$ cat config.mk
export PLATFORM = sky130hd
export DESIGN_NAME = mem_access_ctrl_flat
export DESIGN_NICKNAME = d
export VERILOG_FILES = /design/src/rtl/mem_access_ctrl_pkg.sv /design/src/rtl/mem_access_ctrl_if.sv /design/src/rtl/mem_access_ctrl_lane_align.sv /design/src/rtl/mem_access_ctrl.sv /design/src/flat_wrapper.sv
export SDC_FILE = /design/constraint.sdc
export NUM_CORES = 1
export LEC_CHECK = 0
export CORE_UTILIZATION = 40
export CTS_CLUSTER_DIAMETER = 30
export DETAILED_ROUTE_END_ITERATION = 16
export HOLD_SLACK_MARGIN = 0.15
export PLACE_DENSITY_LB_ADDON = 0.05
export SETUP_SLACK_MARGIN = 0.3
export SLEW_MARGIN = 20
export SYNTH_ARGS = -nofsm -noshare
export SYNTH_HDL_FRONTEND = slang
export SYNTH_HIERARCHICAL = 1
export SYNTH_SLANG_ARGS = --single-unit
$ cat constraint.sdc
create_clock -name clk_in -period 3.8 [get_ports clk_in]
set_clock_uncertainty 0.1 [all_clocks]
set_input_delay 0.76 -clock clk_in [delete_from_list [all_inputs] [get_ports clk_in]]
set_output_delay 0.76 -clock clk_in [all_outputs]
set_load 0.005 [all_outputs]
$ cat src/rtl/mem_access_ctrl_pkg.sv
`default_nettype none
// ============================================================================
// Module   : mem_access_ctrl_pkg
// Purpose  : Shared widths, memory op codes, error codes and FSM states for
//            the memory-stage access controller.
// Revision : 1.0 - initial release
// ============================================================================
package mem_access_ctrl_pkg;

  localparam int ADDR_WIDTH  = 32;
  localparam int DATA_WIDTH  = 32;
  localparam int RADDR_WIDTH = 5;
  localparam int RDATA_WIDTH = 32;

  localparam logic [3:0] MEM_NOP = 4'd0;
  localparam logic [3:0] MEM_LB  = 4'd1;
  localparam logic [3:0] MEM_LH  = 4'd2;
  localparam logic [3:0] MEM_LW  = 4'd3;
  localparam logic [3:0] MEM_LBU = 4'd4;
  localparam logic [3:0] MEM_LHU = 4'd5;
  localparam logic [3:0] MEM_SB  = 4'd6;
  localparam logic [3:0] MEM_SH  = 4'd7;
  localparam logic [3:0] MEM_SW  = 4'd8;

  localparam logic [1:0] MEM_ERR_NONE     = 2'd0;
  localparam logic [1:0] MEM_ERR_MISALIGN = 2'd1;
  localparam logic [1:0] MEM_ERR_BUS      = 2'd2;
  localparam logic [1:0] MEM_ERR_TIMEOUT  = 2'd3;

  typedef enum logic [1:0] {
    MEM_ST_IDLE = 2'd0,
    MEM_ST_REQ  = 2'd1,
    MEM_ST_WAIT = 2'd2
  } mem_state_t;

  function automatic logic is_load(input logic [3:0] op);
    return (op == MEM_LB) || (op == MEM_LH) || (op == MEM_LW) ||
           (op == MEM_LBU) || (op == MEM_LHU);
  endfunction

  function automatic logic is_store(input logic [3:0] op);
    return (op == MEM_SB) || (op == MEM_SH) || (op == MEM_SW);
  endfunction

endpackage
`default_nettype wire

$ cat src/rtl/mem_access_ctrl_if.sv
`default_nettype none
// ============================================================================
// Module   : mem_access_ctrl_if
// Purpose  : Data-RAM req/gnt/rsp bus. master = access controller,
//            slave = memory responder.
// Revision : 1.0 - initial release
// ============================================================================
interface mem_access_ctrl_if;
  import mem_access_ctrl_pkg::*;

  logic                  req;
  logic                  we;
  logic [ADDR_WIDTH-1:0] addr;
  logic [3:0]            be;
  logic [DATA_WIDTH-1:0] wdata;
  logic                  gnt;
  logic                  rsp_valid;
  logic                  rsp_err;
  logic [DATA_WIDTH-1:0] rdata;

  modport master (
    output req, we, addr, be, wdata,
    input  gnt, rsp_valid, rsp_err, rdata
  );

  modport slave (
    input  req, we, addr, be, wdata,
    output gnt, rsp_valid, rsp_err, rdata
  );
endinterface
`default_nettype wire

$ cat src/rtl/mem_access_ctrl_lane_align.sv
`default_nettype none
// ============================================================================
// Module   : mem_lane_align
// Purpose  : Byte-lane steering. Store side: byte enables, replicated write
//            data and misalignment flag. Load side: lane extraction with
//            sign/zero extension. Purely combinational.
// Revision : 1.0 - initial release
// ============================================================================
module mem_lane_align
  import mem_access_ctrl_pkg::*;
(
  input  logic [3:0]            op,
  input  logic [1:0]            off,
  input  logic [DATA_WIDTH-1:0] st_data,
  input  logic [DATA_WIDTH-1:0] rdata,
  output logic [3:0]            be,
  output logic [DATA_WIDTH-1:0] wdata,
  output logic                  misaligned,
  output logic [DATA_WIDTH-1:0] load_data
);

  logic [7:0]  rbyte;
  logic [15:0] rhalf;

  assign rbyte = rdata[{off, 3'b000} +: 8];
  assign rhalf = rdata[{off[1], 4'b0000} +: 16];

  // Decode op into lane strobes, store replication and load extension
  always_comb begin
    be         = 4'b0000;
    wdata      = '0;
    misaligned = 1'b0;
    load_data  = '0;
    case (op)
      MEM_LB: begin
        be        = 4'b1111;
        load_data = {{24{rbyte[7]}}, rbyte};
      end
      MEM_LBU: begin
        be        = 4'b1111;
        load_data = {24'd0, rbyte};
      end
      MEM_LH: begin
        be         = 4'b1111;
        misaligned = off[0];
        load_data  = {{16{rhalf[15]}}, rhalf};
      end
      MEM_LHU: begin
        be         = 4'b1111;
        misaligned = off[0];
        load_data  = {16'd0, rhalf};
      end
      MEM_LW: begin
        be         = 4'b1111;
        misaligned = (off != 2'b00);
        load_data  = rdata;
      end
      MEM_SB: begin
        be    = 4'b0001 << off;
        wdata = {4{st_data[7:0]}};
      end
      MEM_SH: begin
        be         = off[1] ? 4'b1100 : 4'b0011;
        misaligned = off[0];
        wdata      = {2{st_data[15:0]}};
      end
      MEM_SW: begin
        be         = 4'b1111;
        misaligned = (off != 2'b00);
        wdata      = st_data;
      end
      default: begin
        be = 4'b0000;
      end
    endcase
  end

endmodule
`default_nettype wire

$ cat src/rtl/mem_access_ctrl.sv
`default_nettype none
// ============================================================================
// Module   : mem_access_ctrl
// Purpose  : Memory-stage controller. Runs one req/gnt/rsp data-RAM access
//            per memory op, stalls the pipeline while it is outstanding and
//            registers the write-back result for mem_wb.
// Revision : 1.0 - initial release
// ============================================================================
module mem_access_ctrl
  import mem_access_ctrl_pkg::*;
#(
  parameter int TIMEOUT_CYCLES = 16,
  parameter bit TIMEOUT_EN     = 1'b1
) (
  input  logic                   clk_in,
  input  logic                   reset_n_in,
  input  logic                   in_valid_in,
  input  logic [3:0]             mem_op_in,
  input  logic [ADDR_WIDTH-1:0]  mem_addr_in,
  input  logic [DATA_WIDTH-1:0]  mem_data_in,
  input  logic [RADDR_WIDTH-1:0] reg_waddr_in,
  input  logic [RDATA_WIDTH-1:0] reg_wdata_in,
  input  logic                   reg_we_in,
  mem_access_ctrl_if.master      bus,
  output logic                   stall_out,
  output logic                   wb_valid_out,
  output logic [RADDR_WIDTH-1:0] wb_reg_waddr_out,
  output logic [RDATA_WIDTH-1:0] wb_reg_wdata_out,
  output logic                   wb_reg_we_out,
  output logic [1:0]             wb_err_out
);

  localparam logic [7:0] TMO_LAST = 8'(TIMEOUT_CYCLES - 1);

  mem_state_t state, state_nxt;
  logic [7:0] cnt, cnt_nxt;

  logic [3:0]             cap_op, cap_op_nxt;
  logic [ADDR_WIDTH-1:0]  cap_addr, cap_addr_nxt;
  logic [3:0]             cap_be, cap_be_nxt;
  logic [DATA_WIDTH-1:0]  cap_wdata, cap_wdata_nxt;
  logic [RADDR_WIDTH-1:0] cap_rd, cap_rd_nxt;
  logic                   cap_we, cap_we_nxt;

  logic                   wb_valid_nxt, wb_we_nxt;
  logic [RADDR_WIDTH-1:0] wb_waddr_nxt;
  logic [RDATA_WIDTH-1:0] wb_wdata_nxt;
  logic [1:0]             wb_err_nxt;

  logic [3:0]            ln_op;
  logic [1:0]            ln_off;
  logic [3:0]            ln_be;
  logic [DATA_WIDTH-1:0] ln_wdata, ln_load;
  logic                  ln_misaligned;
  logic                  op_is_mem, timeout_hit;

  // In IDLE the aligner decodes the incoming op; afterwards it extracts
  // load data for the captured op, so one instance serves both directions.
  assign ln_op  = (state == MEM_ST_IDLE) ? mem_op_in : cap_op;
  assign ln_off = (state == MEM_ST_IDLE) ? mem_addr_in[1:0] : cap_addr[1:0];

  mem_lane_align u_lane_align (
    .op         (ln_op),
    .off        (ln_off),
    .st_data    (mem_data_in),
    .rdata      (bus.rdata),
    .be         (ln_be),
    .wdata      (ln_wdata),
    .misaligned (ln_misaligned),
    .load_data  (ln_load)
  );

  assign op_is_mem   = is_load(mem_op_in) || is_store(mem_op_in);
  assign timeout_hit = TIMEOUT_EN && (cnt == TMO_LAST);

  assign bus.req   = (state == MEM_ST_REQ);
  assign bus.we    = (state == MEM_ST_REQ) && is_store(cap_op);
  assign bus.addr  = {cap_addr[ADDR_WIDTH-1:2], 2'b00};
  assign bus.be    = cap_be;
  assign bus.wdata = cap_wdata;

  // FSM state register
  always_ff @(posedge clk_in or negedge reset_n_in) begin
    if (!reset_n_in) state <= MEM_ST_IDLE;
    else             state <= state_nxt;
  end

  // Next state, stall, capture and write-back result selection
  always_comb begin
    state_nxt     = state;
    cnt_nxt       = cnt;
    cap_op_nxt    = cap_op;
    cap_addr_nxt  = cap_addr;
    cap_be_nxt    = cap_be;
    cap_wdata_nxt = cap_wdata;
    cap_rd_nxt    = cap_rd;
    cap_we_nxt    = cap_we;
    wb_valid_nxt  = 1'b0;
    wb_waddr_nxt  = wb_reg_waddr_out;
    wb_wdata_nxt  = wb_reg_wdata_out;
    wb_we_nxt     = wb_reg_we_out;
    wb_err_nxt    = wb_err_out;
    stall_out     = 1'b0;
    case (state)
      MEM_ST_IDLE: begin
        if (in_valid_in) begin
          if (!op_is_mem) begin
            wb_valid_nxt = 1'b1;
            wb_waddr_nxt = reg_waddr_in;
            wb_wdata_nxt = reg_wdata_in;
            wb_we_nxt    = reg_we_in;
            wb_err_nxt   = MEM_ERR_NONE;
          end else if (ln_misaligned) begin
            wb_valid_nxt = 1'b1;
            wb_waddr_nxt = reg_waddr_in;
            wb_wdata_nxt = '0;
            wb_we_nxt    = 1'b0;
            wb_err_nxt   = MEM_ERR_MISALIGN;
          end else begin
            stall_out     = 1'b1;
            cap_op_nxt    = mem_op_in;
            cap_addr_nxt  = mem_addr_in;
            cap_be_nxt    = ln_be;
            cap_wdata_nxt = ln_wdata;
            cap_rd_nxt    = reg_waddr_in;
            cap_we_nxt    = reg_we_in;
            cnt_nxt       = '0;
            state_nxt     = MEM_ST_REQ;
          end
        end
      end
      MEM_ST_REQ: begin
        stall_out = 1'b1;
        cnt_nxt   = cnt + 8'd1;
        if (timeout_hit) begin
          stall_out    = 1'b0;
          state_nxt    = MEM_ST_IDLE;
          wb_valid_nxt = 1'b1;
          wb_waddr_nxt = cap_rd;
          wb_wdata_nxt = '0;
          wb_we_nxt    = 1'b0;
          wb_err_nxt   = MEM_ERR_TIMEOUT;
        end else if (bus.gnt) begin
          state_nxt = MEM_ST_WAIT;
        end
      end
      MEM_ST_WAIT: begin
        stall_out = 1'b1;
        cnt_nxt   = cnt + 8'd1;
        // A response in the timeout cycle still completes normally.
        if (bus.rsp_valid) begin
          stall_out    = 1'b0;
          state_nxt    = MEM_ST_IDLE;
          wb_valid_nxt = 1'b1;
          wb_waddr_nxt = cap_rd;
          if (bus.rsp_err) begin
            wb_wdata_nxt = '0;
            wb_we_nxt    = 1'b0;
            wb_err_nxt   = MEM_ERR_BUS;
          end else if (is_load(cap_op)) begin
            wb_wdata_nxt = ln_load;
            wb_we_nxt    = cap_we;
            wb_err_nxt   = MEM_ERR_NONE;
          end else begin
            wb_wdata_nxt = '0;
            wb_we_nxt    = 1'b0;
            wb_err_nxt   = MEM_ERR_NONE;
          end
        end else if (timeout_hit) begin
          stall_out    = 1'b0;
          state_nxt    = MEM_ST_IDLE;
          wb_valid_nxt = 1'b1;
          wb_waddr_nxt = cap_rd;
          wb_wdata_nxt = '0;
          wb_we_nxt    = 1'b0;
          wb_err_nxt   = MEM_ERR_TIMEOUT;
        end
      end
      default: begin
        state_nxt = MEM_ST_IDLE;
      end
    endcase
  end

  // Captured transaction fields, timeout counter and write-back registers
  always_ff @(posedge clk_in or negedge reset_n_in) begin
    if (!reset_n_in) begin
      cnt              <= '0;
      cap_op           <= MEM_NOP;
      cap_addr         <= '0;
      cap_be           <= '0;
      cap_wdata        <= '0;
      cap_rd           <= '0;
      cap_we           <= 1'b0;
      wb_valid_out     <= 1'b0;
      wb_reg_waddr_out <= '0;
      wb_reg_wdata_out <= '0;
      wb_reg_we_out    <= 1'b0;
      wb_err_out       <= MEM_ERR_NONE;
    end else begin
      cnt              <= cnt_nxt;
      cap_op           <= cap_op_nxt;
      cap_addr         <= cap_addr_nxt;
      cap_be           <= cap_be_nxt;
      cap_wdata        <= cap_wdata_nxt;
      cap_rd           <= cap_rd_nxt;
      cap_we           <= cap_we_nxt;
      wb_valid_out     <= wb_valid_nxt;
      wb_reg_waddr_out <= wb_waddr_nxt;
      wb_reg_wdata_out <= wb_wdata_nxt;
      wb_reg_we_out    <= wb_we_nxt;
      wb_err_out       <= wb_err_nxt;
    end
  end

endmodule
`default_nettype wire
$ cat src/flat_wrapper.sv
// flat-port wrapper written by rule: the top's interface ports become plain ports
module mem_access_ctrl_flat import mem_access_ctrl_pkg::*;
#(
  parameter int TIMEOUT_CYCLES = 16,
  parameter bit TIMEOUT_EN     = 1'b1
)
  (clk_in, reset_n_in, in_valid_in, mem_op_in, mem_addr_in, mem_data_in, reg_waddr_in, reg_wdata_in, reg_we_in, stall_out, wb_valid_out, wb_reg_waddr_out, wb_reg_wdata_out, wb_reg_we_out, wb_err_out, bus_req, bus_we, bus_addr, bus_be, bus_wdata, bus_gnt, bus_rsp_valid, bus_rsp_err, bus_rdata);
  mem_access_ctrl_if bus_i ();
  input  logic clk_in;
  input  logic reset_n_in;
  input  logic in_valid_in;
  input  logic [3:0] mem_op_in;
  input  logic [ADDR_WIDTH-1:0] mem_addr_in;
  input  logic [DATA_WIDTH-1:0] mem_data_in;
  input  logic [RADDR_WIDTH-1:0] reg_waddr_in;
  input  logic [RDATA_WIDTH-1:0] reg_wdata_in;
  input  logic reg_we_in;
  output logic stall_out;
  output logic wb_valid_out;
  output logic [RADDR_WIDTH-1:0] wb_reg_waddr_out;
  output logic [RDATA_WIDTH-1:0] wb_reg_wdata_out;
  output logic wb_reg_we_out;
  output logic [1:0] wb_err_out;
  output wire logic [$bits(bus_i.req)-1:0] bus_req;
  output wire logic [$bits(bus_i.we)-1:0] bus_we;
  output wire logic [$bits(bus_i.addr)-1:0] bus_addr;
  output wire logic [$bits(bus_i.be)-1:0] bus_be;
  output wire logic [$bits(bus_i.wdata)-1:0] bus_wdata;
  input wire logic [$bits(bus_i.gnt)-1:0] bus_gnt;
  input wire logic [$bits(bus_i.rsp_valid)-1:0] bus_rsp_valid;
  input wire logic [$bits(bus_i.rsp_err)-1:0] bus_rsp_err;
  input wire logic [$bits(bus_i.rdata)-1:0] bus_rdata;
  assign bus_req = bus_i.req;
  assign bus_we = bus_i.we;
  assign bus_addr = bus_i.addr;
  assign bus_be = bus_i.be;
  assign bus_wdata = bus_i.wdata;
  assign bus_i.gnt = bus_gnt;
  assign bus_i.rsp_valid = bus_rsp_valid;
  assign bus_i.rsp_err = bus_rsp_err;
  assign bus_i.rdata = bus_rdata;
  mem_access_ctrl #(.TIMEOUT_CYCLES(TIMEOUT_CYCLES), .TIMEOUT_EN(TIMEOUT_EN)) u_core (.clk_in(clk_in), .reset_n_in(reset_n_in), .in_valid_in(in_valid_in), .mem_op_in(mem_op_in), .mem_addr_in(mem_addr_in), .mem_data_in(mem_data_in), .reg_waddr_in(reg_waddr_in), .reg_wdata_in(reg_wdata_in), .reg_we_in(reg_we_in), .bus(bus_i), .stall_out(stall_out), .wb_valid_out(wb_valid_out), .wb_reg_waddr_out(wb_reg_waddr_out), .wb_reg_wdata_out(wb_reg_wdata_out), .wb_reg_we_out(wb_reg_we_out), .wb_err_out(wb_err_out));
endmodule
==> metrics.yaml <==
detailed_routing:
  ant_nets: 0
  wl_per_cell_um: 18.99
  routed.top_layer: "met4"
  first_iter_violations: 311
  met3_length_mm: 1.652
  wl_met1_mm: 9.075
  vias_per_cell: 5.498
  wl_mm: 21.55
  drc: 0
  dr_wl_met2_mm: 10.50
  num_vias: 6240
  firstDrtPassIters: 5
critical_path:
  critPathArrivalTime_ns: 2.63
  path_buffers: 2
  cp_slowest_cell: "clkdlybuf4s50_1"
  r2r_start: "u_core/state[0]"
  worst-path-stages: 11
  r2r_cells: 11
  cp-start-kind: "input pin"
  worstPathRequired_ns: 2.94
  worstSetupPathType: "in -> out"
  cp_cell_sequence: "clkdlybuf4s50_1, mux2_4, nor2_2, nor3_2, a22oi_2, o32ai_4, nand2b_4, nor3_4, nand2_4, a21oi_2, buf_2"
  r2r_slack_ns: 0.40
  critPathTopFamily: "simple AND/OR/NAND/NOR gates"
  slowest_delay_ns: 0.42
  end_kind: "output port"
  reg2reg_to: "u_core/cap_addr[16]"
  cp_max_fo: 3
sta:
  fmax_mhz: 286.4
  period_needed_ns: 3.491
  tns_ns: 0
  rsz0062_at_grt: "true"
  period_used_share: 0.9188
  setup_viol: 0
  tightest_slew_ns: 1.062
  holdWs_ns: 0.2793
  slew_headroom: 0.2922
  setup_ws_ns: 0.3086
  finalHoldViolCount: 0
  slew_viol_final: 0
synth:
  ys_area_um2: 7247
  yosysMostFrequentCell: "dfrtp_1"
  flop_cell: "dfrtp_1"
  synth_cells: 668
  edf_count: 0
  synth.distinct_cells: 65
  yosysWarnings: 6
  avgSynthCellArea_um2: 10.85
  top_area_cell: "dfrtp_1"
  netlist_area_um2: 7247
  yosysCellCount: 668
  ys_seq_share: 0.4454
  synthArstFlopShare: 1.000
  synth.top_cell.area_share: 0.4454
  ys_top_cells_by_count: "dfrtp_1 (129), mux2_2 (83), nand2_1 (52), a22oi_1 (35), buf_4 (34)"
  topCellsByArea: "dfrtp_1 (45%), mux2_2 (13%), o2bb2ai_1 (4.0%)"
  synth_flops: 129
place:
  dpl_cell_area_um2: 9844
  dpl.cell_count: 1096
  dp_slack_ns: -0.1601
  hpwlAfterDp_mm: 15.27
  gp_congestion: 0.8322
  numPortBuffers: 253
clocking:
  numClockSinks: 129
  clk_pin_slew_ns: 0.06
  hold_buffers: 0
  clockBufferDepth: 2
  cts_max_level: 4
  cts-root-buf: "clkbuf_16"
  clk_latency_ns: 0.42
  cts_resized: 15
  numCtsBuffers: 17
  cts_tree: "yes"
  cts_setup_buffers: 7
min_path:
  min_path_type: "in -> async"
floorplan:
  core_um2: 17480
  die_w_um: 136.6
  chipArea_um2: 18660
  die_y_um: 136.6
  fp-utilization: 0.4147
  std_cell_rows: 48
  io_pins: 256
global_route:
  grt_busiest_layer: "met2"
  grtUsageMet1: 0.2912
  grt_pass1_wl_mm: 33.18
  grt_remaining_overflow: 0
  grt_max_degree: 86
  use_met3: 0.07222
  antenna_found_initial: 0
  met2_usage: 0.3810
  grt_pass1_vias: 6347
  grt_usage: 0.2327
finish:
  diodes: 0
  instances_no_fill: 1135
  nets: 1047
  final_core_utilization: 0.6080
  fin_area_um2: 10630
  final.fill_count: 1427
  areaGrowthSynthToFinish_pct: 46.62
  comb_area_um2: 3567
  register_area_um2: 3228
  layout-drive-gt1-share: 0.2088
power:
  power_leakage_nw: 4.512
  max-vdd-ir-drop_mv: 0.4107
  p_per_area_nw_per_um2: 786.8
  power_w: 0.008360
job:
  drv_cap: 0
  openroad.warnings: 31
status:
  status: "completed"
## placed cells by master (no fill, tap or decap), drive strengths merged, types with 8 or more instances in the layout
master	synthesis	routed
clkdlybuf4s50	0	251
dfrtp	129	129
mux2	92	92
nand2	62	62
buf	65	38
a22oi	35	35
o2bb2ai	33	33
o21ai	23	23
nor2	23	23
inv	16	21
a21oi	20	20
clkbuf	14	17
a22o	16	16
a221o	15	15
nor3	13	13
and2	11	11
nand3	10	10
mux2i	9	9
nand2b	8	8
## final cells by class
cell class,instances,area share
Clock buffer,17,0.04004
Sequential cell,129,0.3038
Tap cell,225,0.02650
Timing Repair Buffer,289,0.2646
Inverter,16,0.005652
Multi-Input combinational cell,445,0.3357
Clock inverter,14,0.02367
## power by group
group	internal, W	leakage, nW	switching (W)	total (W)
combinational	0.00228	2.53	0.00194	0.00421
sequential	0.00193	1.66	0.000323	0.00225
clock	0.00124	0.327	0.000652	0.00189
total	0.00545	4.51	0.00291	0.00836
## worst max-delay path by stage
stage	startpoint	end	slack [ns]
floorplan	u_core/state[0]	stall_out	0.08
global placement	mem_op_in[0]	stall_out	-0.13
detailed placement	mem_op_in[0]	stall_out	-0.16
CTS	u_core/state[1]	stall_out	0.33
global route	mem_addr_in[0]	stall_out	0.21
finish	mem_addr_in[0]	stall_out	0.31
## cells by family (layout without fill, tap and decap cells)
group                    Yosys count  after routing  share of synthesized area
buffers and inverters             95            336                    0.07907
multiplexers                     102            102                     0.1585
adder cells (fa/ha/maj)            5              5                   0.008633
other                              1              2                  0.0005175
AND/OR/NAND/NOR                  156            156                     0.1162
flip-flops                       129            129                     0.4454
AND-OR/OR-AND                    179            179                     0.1904
XOR/XNOR                           1              1                   0.001209
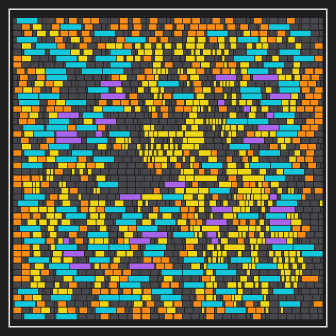
Fig. 1. Placement by cell class.
Fill, decap, tap and diode cells in gray.
Cyan marks flip-flops, cells 129, share of their area 31%. Purple marks clock drivers and dummy loads, cells 31, share of their area 6.5%. Yellow marks all other logic, cells 461, share of their area 35%. Orange marks other buffers and delay cells, cells 289, share of their area 27%.

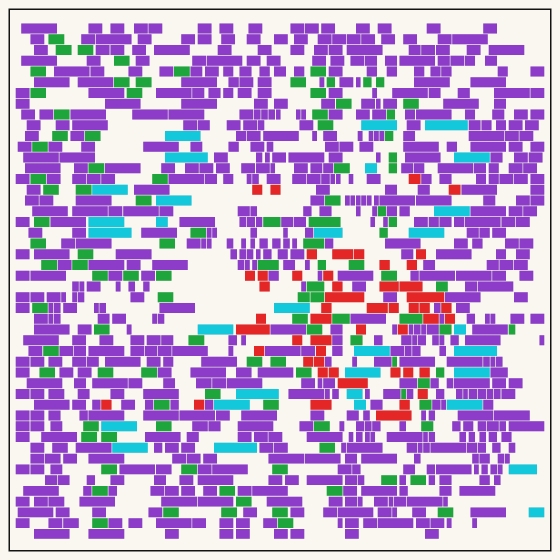
Fig. 2. Drive-strength map.
Green marks drive 2, cells 108, share 12%. Purple marks drive 1 or less, cells 720, share 79%. Red marks drive 3 to 4, cells 51, share 5.6%. Cyan marks drive 6 and up, cells 31, share 3.4%.

Power figures rest on the tool's default switching activity, not on a simulated workload.
